[src/rtl/if_fetch_ctrl.sv]
// Instruction-fetch front end: PC register, PCSrc redirect, single-outstanding
// instruction-memory request/response handshake and fetch-stall reporting.
module if_fetch_ctrl #(
    parameter logic [31:0] RESET_PC  = 32'h0000_0000,
    parameter logic [31:0] TRAP_VEC  = 32'h0000_0004,
    parameter logic [31:0] NOP_INSTR = 32'h0000_0013
) (
    input  logic        clk,
    input  logic        rst_n,
    input  logic        en_pc,
    input  logic [2:0]  pc_src,
    input  logic [31:0] alu_target,
    input  logic [31:0] jump_target,
    input  logic [31:0] xepc,
    output logic        imem_req,
    output logic [31:0] imem_addr,
    input  logic        imem_gnt,
    input  logic        imem_rvalid,
    input  logic [31:0] imem_rdata,
    output logic [31:0] if_pc,
    output logic [31:0] if_instr,
    output logic        stall_fetch
);

    typedef enum logic [1:0] {
        S_REQ,
        S_WAIT,
        S_HOLD
    } state_t;

    typedef enum logic [2:0] {
        PC_NEXT        = 3'd0,
        PC_BRANCH_ALU  = 3'd1,
        PC_BRANCH_JUMP = 3'd2,
        PC_XEPC        = 3'd3,
        PC_TRAP        = 3'd4
    } pc_src_t;

    state_t      state, state_d;
    logic [31:0] pc, pc_d;
    logic        kill, kill_d;
    logic [31:0] held, held_d;

    logic [31:0] target_raw;
    logic [31:0] target;
    logic        redirect;
    logic        avail;
    logic        outstanding;

    // Encodings 5..7 fall through to the sequential path
    always_comb begin
        redirect   = 1'b0;
        target_raw = pc + 32'd4;
        case (pc_src)
            PC_BRANCH_ALU: begin
                redirect   = 1'b1;
                target_raw = alu_target;
            end
            PC_BRANCH_JUMP: begin
                redirect   = 1'b1;
                target_raw = jump_target;
            end
            PC_XEPC: begin
                redirect   = 1'b1;
                target_raw = xepc;
            end
            PC_TRAP: begin
                redirect   = 1'b1;
                target_raw = TRAP_VEC;
            end
            default: ;
        endcase
        target = {target_raw[31:2], 2'b00};
    end

    assign avail       = (state == S_HOLD) || ((state == S_WAIT) && imem_rvalid && !kill);
    assign outstanding = ((state == S_WAIT) && !imem_rvalid) || ((state == S_REQ) && imem_gnt);

    always_comb begin
        state_d = state;
        pc_d    = pc;
        kill_d  = kill;
        held_d  = held;

        case (state)
            S_REQ: begin
                if (imem_gnt) begin
                    state_d = S_WAIT;
                end
            end
            S_WAIT: begin
                if (imem_rvalid) begin
                    if (kill) begin
                        kill_d  = 1'b0;
                        state_d = S_REQ;
                    end else begin
                        held_d  = imem_rdata;
                        state_d = S_HOLD;
                    end
                end
            end
            S_HOLD: ;
            default: state_d = S_REQ;
        endcase

        // PC update overrides the handshake progress; a still-pending response
        // for the old PC must be swallowed before a new request may issue
        if (en_pc && redirect) begin
            pc_d    = target;
            kill_d  = outstanding;
            state_d = outstanding ? S_WAIT : S_REQ;
        end else if (en_pc && avail) begin
            pc_d    = target;
            state_d = S_REQ;
        end
    end

    always_ff @(posedge clk or negedge rst_n) begin
        if (!rst_n) begin
            state <= S_REQ;
            pc    <= RESET_PC;
            kill  <= 1'b0;
            held  <= NOP_INSTR;
        end else begin
            state <= state_d;
            pc    <= pc_d;
            kill  <= kill_d;
            held  <= held_d;
        end
    end

    // Reset state is S_REQ, so the request is masked while reset is held
    assign imem_req    = rst_n && (state == S_REQ);
    assign imem_addr   = pc;
    assign if_pc       = pc;
    assign stall_fetch = !avail;
    assign if_instr    = (state == S_HOLD) ? held : (avail ? imem_rdata : NOP_INSTR);

endmodule

[config.mk]
export PLATFORM = sky130hd
export DESIGN_NAME = if_fetch_ctrl
export DESIGN_NICKNAME = d
export VERILOG_FILES = /design/src/rtl/if_fetch_ctrl.sv
export SDC_FILE = /design/constraint.sdc
export NUM_CORES = 1
export LEC_CHECK = 0
export CAP_MARGIN = 0
export CORE_MARGIN = 2
export CORE_UTILIZATION = 25
export DETAILED_ROUTE_END_ITERATION = 6
export SLEW_MARGIN = 20
export SYNTH_ARGS = -nofsm -noshare
export SYNTH_HDL_FRONTEND = slang
export SYNTH_SLANG_ARGS = --single-unit
export TNS_END_PERCENT = 30
[constraint.sdc]
create_clock -name clk -period 3.51 [get_ports clk]
set_input_delay 1.053 -clock clk [delete_from_list [all_inputs] [get_ports clk]]
set_output_delay 1.053 -clock clk [all_outputs]
set_load 0.05 [all_outputs]
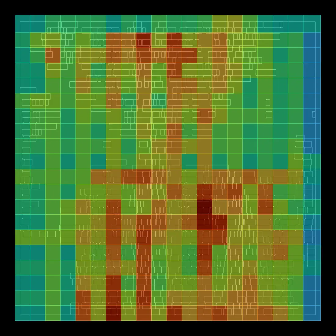
*Routing congestion map, run 1*
drt wl/cell: 17.1 microns
All-Layer GR Usage: 17.5%
met3 Use GR: 3.80%
met1 Usage GRT: 22.7%
met2 GRT Util: 29.5%

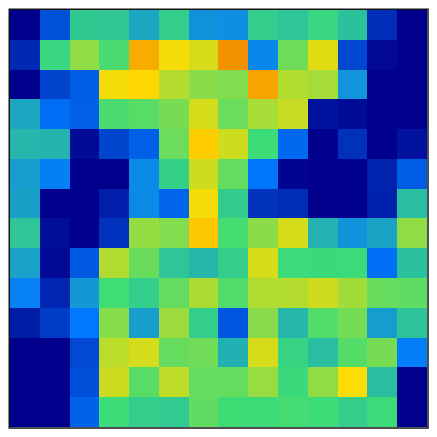
*Local utilization, run 1*
(3 px per micron) 14 x 14 tiles, from dark blue (low) to red (high), 0 to 100% covered.
tiles over 75% full = 3.1%
mean over tiles = 38%
densest ninth of the die = top middle
nearly empty tiles = 15%
post-layout util: 42.3%
Pre-Place Util: 25.5%
Core ar.: 0.0179 sq mm

==> changes_impl.md, run 1 <==
### Implementation results

- Status: complete, no violations
- Clk_skew: 0.00685 ns
- Crit end category: output pin
- Synthesized area per cell: 8.11 sq um
- Crit path launch: imem_rvalid
- Logic share of the area: 32.3%
- Synth Flop Type: dfrtp_1
- Router iterations before antenna repair: 5
- Clkbuf count: 10
- First-pass GRT wire length: 26700 microns
- Netlist Area Pre-Place: 0.00456 sq mm
- Clock Latency Late Sink: 0.34 ns
- Buffers excl. clock: 243
- Clk pwr share: 23.9%
- DP Area: 0.00711 sq mm
- Pwr/cell area: 559 mW/mm^2
- Int Pwr: 2.41 mW
- Top Layout Cells: clkdlybuf4s50_1, dfrtp_1, o21ai_0
- Top delay family on crit path: buffers and inverters
- Worst Hold Launch: held[0]
- Inserted Clock Buffers: 9
- Flop pwr share: 28.5%
- Logic area: 0.00245 sq mm
- Post-synth top cells: o21ai_0, dfrtp_1, nand2_1
- Inst Count DP: 965
- Total grt overflow: 0
- Worst Setup Start Kind: input port
- Io pins: 234
- CP most frequent cell: buf_12
- Switching part of the total: 43.0%
- Routed wl met2: 8500 microns
- Synth Instances: 562
- CTS sink cnt: 65
- CP Max Fanout: 23
- Dominant cell by count in the synthesized netlist: o21ai_0
- Worst-path cell chain: clkdlybuf4s50_1, and4bb_4, buf_12, nand2_1, o21ai_0, buf_12
- Layout cell share with drive strength beyond 1: 16.3%
- Ant diodes: 0
- Detailed Route Iter0 Violations: 230
- Slew HR: 39.8%
- HPWL after detailed placement: 12600 microns
- Reg2reg end: if_pc[28]
- P_leak: 3.08 nW
- Dominant cells by area after synthesis: dfrtp_1, o21ai_0, buf_4
- Synthesis Warnings: 0
- # DRC: 0
- # setup viols final: 0
- Post-synth ARST share: 100%
- Final worst slack: 0.0338 ns
- RSZ-0062 raised after global routing: yes
- Fmax: 0.288 GHz
- Post-CTS setup buffers: 0
- WP data required: 2.46 ns
- Area leader share: 34.0%
- Top cell excl fill/tap: clkdlybuf4s50_1
- Crit path to: if_instr[14]
- FF-to-FF Start: if_pc[2]
- R2R depth: 6
- Tapcells: 229
- Flop2flop setup slack: 1.07 ns
- Via density per instance: 4.98
- Fill cells: 1761
- Worst-path cell with the longest stage delay: clkdlybuf4s50_1
- Inverter count: 43
- Maximum buffer depth of the clock tree: 2
- FFs & Latches: 65
- Crit Path Class: in2out
- Rows: 49
- HP Class: reg2reg
- Area of the die: 0.0193 sq mm
- Hold slack: 0.459 ns
- Largest net degree at the start of global routing: 66
- Post-cts hold-fix buffer tally: 0
- Die Height: 139 microns
- Die W: 139 microns
- Sequential cell area share: 21.5%
- Reg clk slew, reported paths: 0.06 ns
- Port bufs: 223
- Maxcap violations: 0
- Area grow syn2layout: 66.0%
- WHS Endpoint: held[0]
- CTS resizes: 2
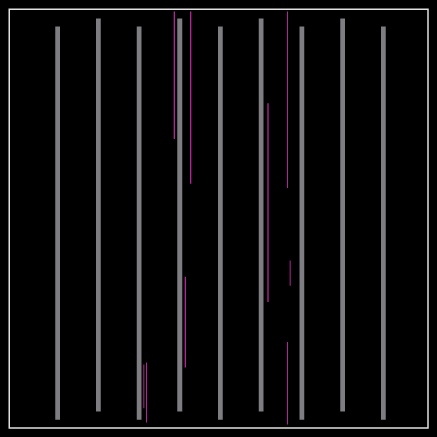
*Met4 routing, run 1*
(3 px per micron) Supply wires on this layer in gray.
main direction = vertical
wire length on this layer = 323 microns
longest straight run = 66.0 microns
Via Count: 4896
final wirelength: 16800 microns

run 1: kinds of logic (layout without fill, tap and decap cells):
family                   count (synthesis)  after routing  share of synthesized area (%)
AND/OR/NAND/NOR                        150            150                           16.5
multiplexers                            32             32                           7.33
buffers and inverters                  113            302                           12.7
flip-flops                              65             65                           35.8
adder cells (fa/ha/maj)                  1              1                          0.274
AND-OR/OR-AND                          200            200                           27.4
other                                    1              4                         0.0822
run 1: power by group through the flow:
stage	combinational [mW]	sequential, mW	clock (mW)
global placement	1.95	1.21	0
global route	2.14	1.25	1.08
finish	2.01	1.21	1.01
CTS	1.98	1.21	1.03
detailed placement	1.96	1.22	0
floorplan	1.04	1.39	0
run 1: flip-flops by register name, indices dropped and copies added (netlist names):
name	cells
kill	1
state	2
if_pc	30
held	32
==> run 2: changes to the inputs <==
CORE_MARGIN = 4   (was 2)
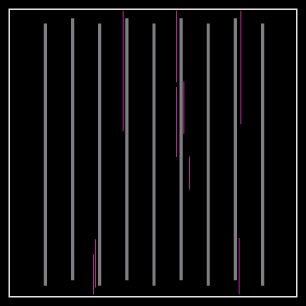
*Met4 routing, run 2*
(2 px per micron) Supply wires on this layer in gray.
wire length on this layer = 300 microns
nets with wire on the layer = 7
longest straight run = 59.8 microns
share of all routed wire = 1.7%
final wirelength: 17500 microns
Via Count: 4895

==> run 2 against run 1 <==
Area after synthesis unchanged. Worst hold slack gained 0.0044 ns. Cell count grew 0.51%. Global-route usage decreased by 0.75 points. Via count about the same. Sequential share of layout area decreased by 0.092 points. Power grew 0.64%. Largest cell class unchanged. Highest routed layer unchanged.
==> changes_impl.md, run 2 <==
### Implementation results

- # DRC: 0 (unchanged)
- Fin. Hold Viols: 0
- Dominant cell by count in the synthesized netlist: o21ai_0
- WHS Endpoint: held[4]
- P_leak: 3.11 nW (+0.92%)
- Top cell excl fill/tap: clkdlybuf4s50_1
- Drt wl/cell: 17.7 microns (+3.4%)
- Met1 Usage GRT: 21.4% (-1.3 points)
- Fill cells: 1763 (+0.11%)
- Total combinational power: 2.03 mW (about the same)
- Reg clk slew, reported paths: 0.06 ns (about the same)
- Inst Count DP: 970 (+0.52%)
- CP Max Fanout: 21 (-8.7%)
- Fa+ha+maj area frac: 0.274% (unchanged)
- CP most frequent cell: buf_12
- Ant diodes: 0 (unchanged)
- Flop pwr share: 28.3% (-0.2 points)
- Fmax: 0.288 GHz (+0.13%)
- CTS resizes: 1 (-1)
- Clk_skew: 0.00924 ns (+0.00238 ns)
- Rows: 49 (unchanged)
- ANT nets after route: 0
- Post-synth ARST share: 100% (unchanged)
- Via density per instance: 4.95 (-0.53%)
- Logic area: 0.00244 sq mm (-0.15%)
- Worst Setup Start Kind: input port
- Synth Instances: 562 (unchanged)
- Layout cell share with drive strength beyond 1: 17.3% (+0.95 points)
- Register area share after synthesis: 35.8%
- Synthesized area per cell: 8.11 sq um (unchanged)
- First-pass GRT wire length: 26600 microns (-0.28%)
- Dominant cells by area after synthesis: dfrtp_1, o21ai_0, buf_4
- Synthesis Warnings: 0 (unchanged)
- Reg2reg end: if_pc[28]
- Crit Path Class: in2out
- Xor/xnor share: 0% (unchanged)
- CTS sink cnt: 65 (unchanged)
- Worst-path cell with the longest stage delay: clkdlybuf4s50_1
- Min Tclk post-route: 3.47 ns
- Max reg flops: 32 (unchanged)
- Mux share: 7.33% (unchanged)
- Worst-path cell chain: clkdlybuf4s50_1, and4bb_2, buf_12, nand2_1, o21ai_0, buf_12
- Maxcap violations: 0 (unchanged)
- Area grow syn2layout: 66.7%
- Status: complete, no violations
- Clock Latency Late Sink: 0.34 ns (about the same)
- Clk pwr share: 24.1% (+0.2 points)
- All-Layer GR Usage: 16.8% (-0.75 points)
- HPWL after detailed placement: 13400 microns (+6.1%)
- Largest net degree at the start of global routing: 66 (unchanged)
- Met2 GRT Util: 29.0% (-0.42 points)
- Area leader share: 34.0% (unchanged)
- Max Used Layer: met4
- Worst Hold Launch: held[4]
- RSZ-0062 raised after global routing: yes
- Combinational share of power: 47.7%
- Inserted Clock Buffers: 9 (unchanged)
- Max-slew violation count: 0
- Flop2flop setup slack: 1.05 ns (-0.02 ns)
- Total grt overflow: 0 (unchanged)
- Area of the die: 0.0205 sq mm (+5.8%)
- Clock distribution power: 1.03 mW (about the same)
- Int Pwr: 2.44 mW (+0.94%)
- Slew HR: 40.3% (+0.54 points)
- Netlist Area Pre-Place: 0.00456 sq mm (unchanged)
- P_sw: 1.82 mW
- Yosys Chip Area: 0.00456 sq mm
- Die W: 143 microns (+2.9%)
- Gr busiest metal: met2
- Root buffer cell: clkbuf_16
- Power Total: 4.26 mW
- Area leader, netlist: dfrtp_1
- Router iterations before antenna repair: 4 (-1)
- Highest cell delay on the worst timing path: 0.48 ns
- Detailed Route Iter0 Violations: 315 (+37%)
- Crit end category: output pin
- HP Class: reg2reg
- DP Area: 0.00714 sq mm (+0.35%)
- WP data required: 2.46 ns (about the same)
- Die Height: 143 microns (+2.9%)
- Final worst slack: 0.0384 ns (+0.00455 ns)
- Top delay family on crit path: buffers and inverters
- Synth Flop Type: dfrtp_1
- Met3 Use GR: 3.28% (-0.52 points)
- Post-Route M1 WL: 7090 microns
- Antenna violations before repair: 0
- Yosys Instances: 562
- Maximum buffer depth of the clock tree: 2 (unchanged)
- Simple-gate share of the synthesized area: 16.5% (unchanged)
- FF-to-FF Start: if_pc[2]
- Reg area: 0.00163 sq mm
- # setup viols final: 0 (unchanged)
- Count of tool warnings: 33
- Comb area leader: AND-OR/OR-AND gates
- Gpl congestion: 0.800
- Biggest register: held
- Cycle use final: 98.9%
- P_seq: 1.20 mW (about the same)
- Least-Margin Pin Slew: 0.895 ns
- Post-cts hold-fix buffer tally: 0 (unchanged)
- Main power group: combinational cells
- Routed wl met2: 9250 microns (+8.8%)
- Met3 WL: 863 microns
- Post-CTS setup buffers: 1 (+1)
- Post-synth top cells: o21ai_0, dfrtp_1, nand2_1
- Top Layout Cells: clkdlybuf4s50_1, o21ai_0, dfrtp_1
- Port bufs: 223 (unchanged)
- Switching part of the total: 42.8% (-0.17 points)
- Aoi share: 27.4% (unchanged)
- Pwr/cell area: 560 mW/mm^2 (+0.21%)
- R2R depth: 6 (unchanged)
- Hold slack: 0.463 ns (+0.00440 ns)
- Io pins: 234 (unchanged)
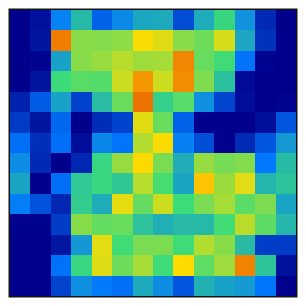
*Local utilization, run 2*
(2 px per micron) 14 x 14 tiles, from dark blue (low) to red (high), 0 to 100% covered.
nearly empty tiles = 15%
mean over tiles = 36%
densest ninth of the die = top middle
Core ar.: 0.0180 sq mm
Pre-Place Util: 25.4%
post-layout util: 42.3%

-- run 2: how the worst max path moves through the flow --
stage / start / endpoint / slack (ns) / cells after the start
2_1_floorplan: imem_rvalid / if_instr[10] / 0.19 / 5
3_3_place_gp: imem_rvalid / if_instr[13] / -0.03 / 6
3_5_place_dp: imem_rvalid / if_instr[21] / -0.04 / 6
4_1_cts: imem_rvalid / if_instr[21] / 0.003 / 6
5_1_grt: imem_rvalid / if_instr[12] / -0.03 / 6
6_report: imem_rvalid / if_instr[7] / 0.04 / 6
-- run 2: cell type report --
type	count	share of cell area (%)
clock inverters	5	1.12
multi-input cells	387	32.1
repair buffers	248	36.1
flip-flops and latches	65	21.4
inverters	43	2.12
well taps	229	3.77
clock buffers	11	3.33
Power figures rest on the tool's default switching activity, not on a simulated workload.
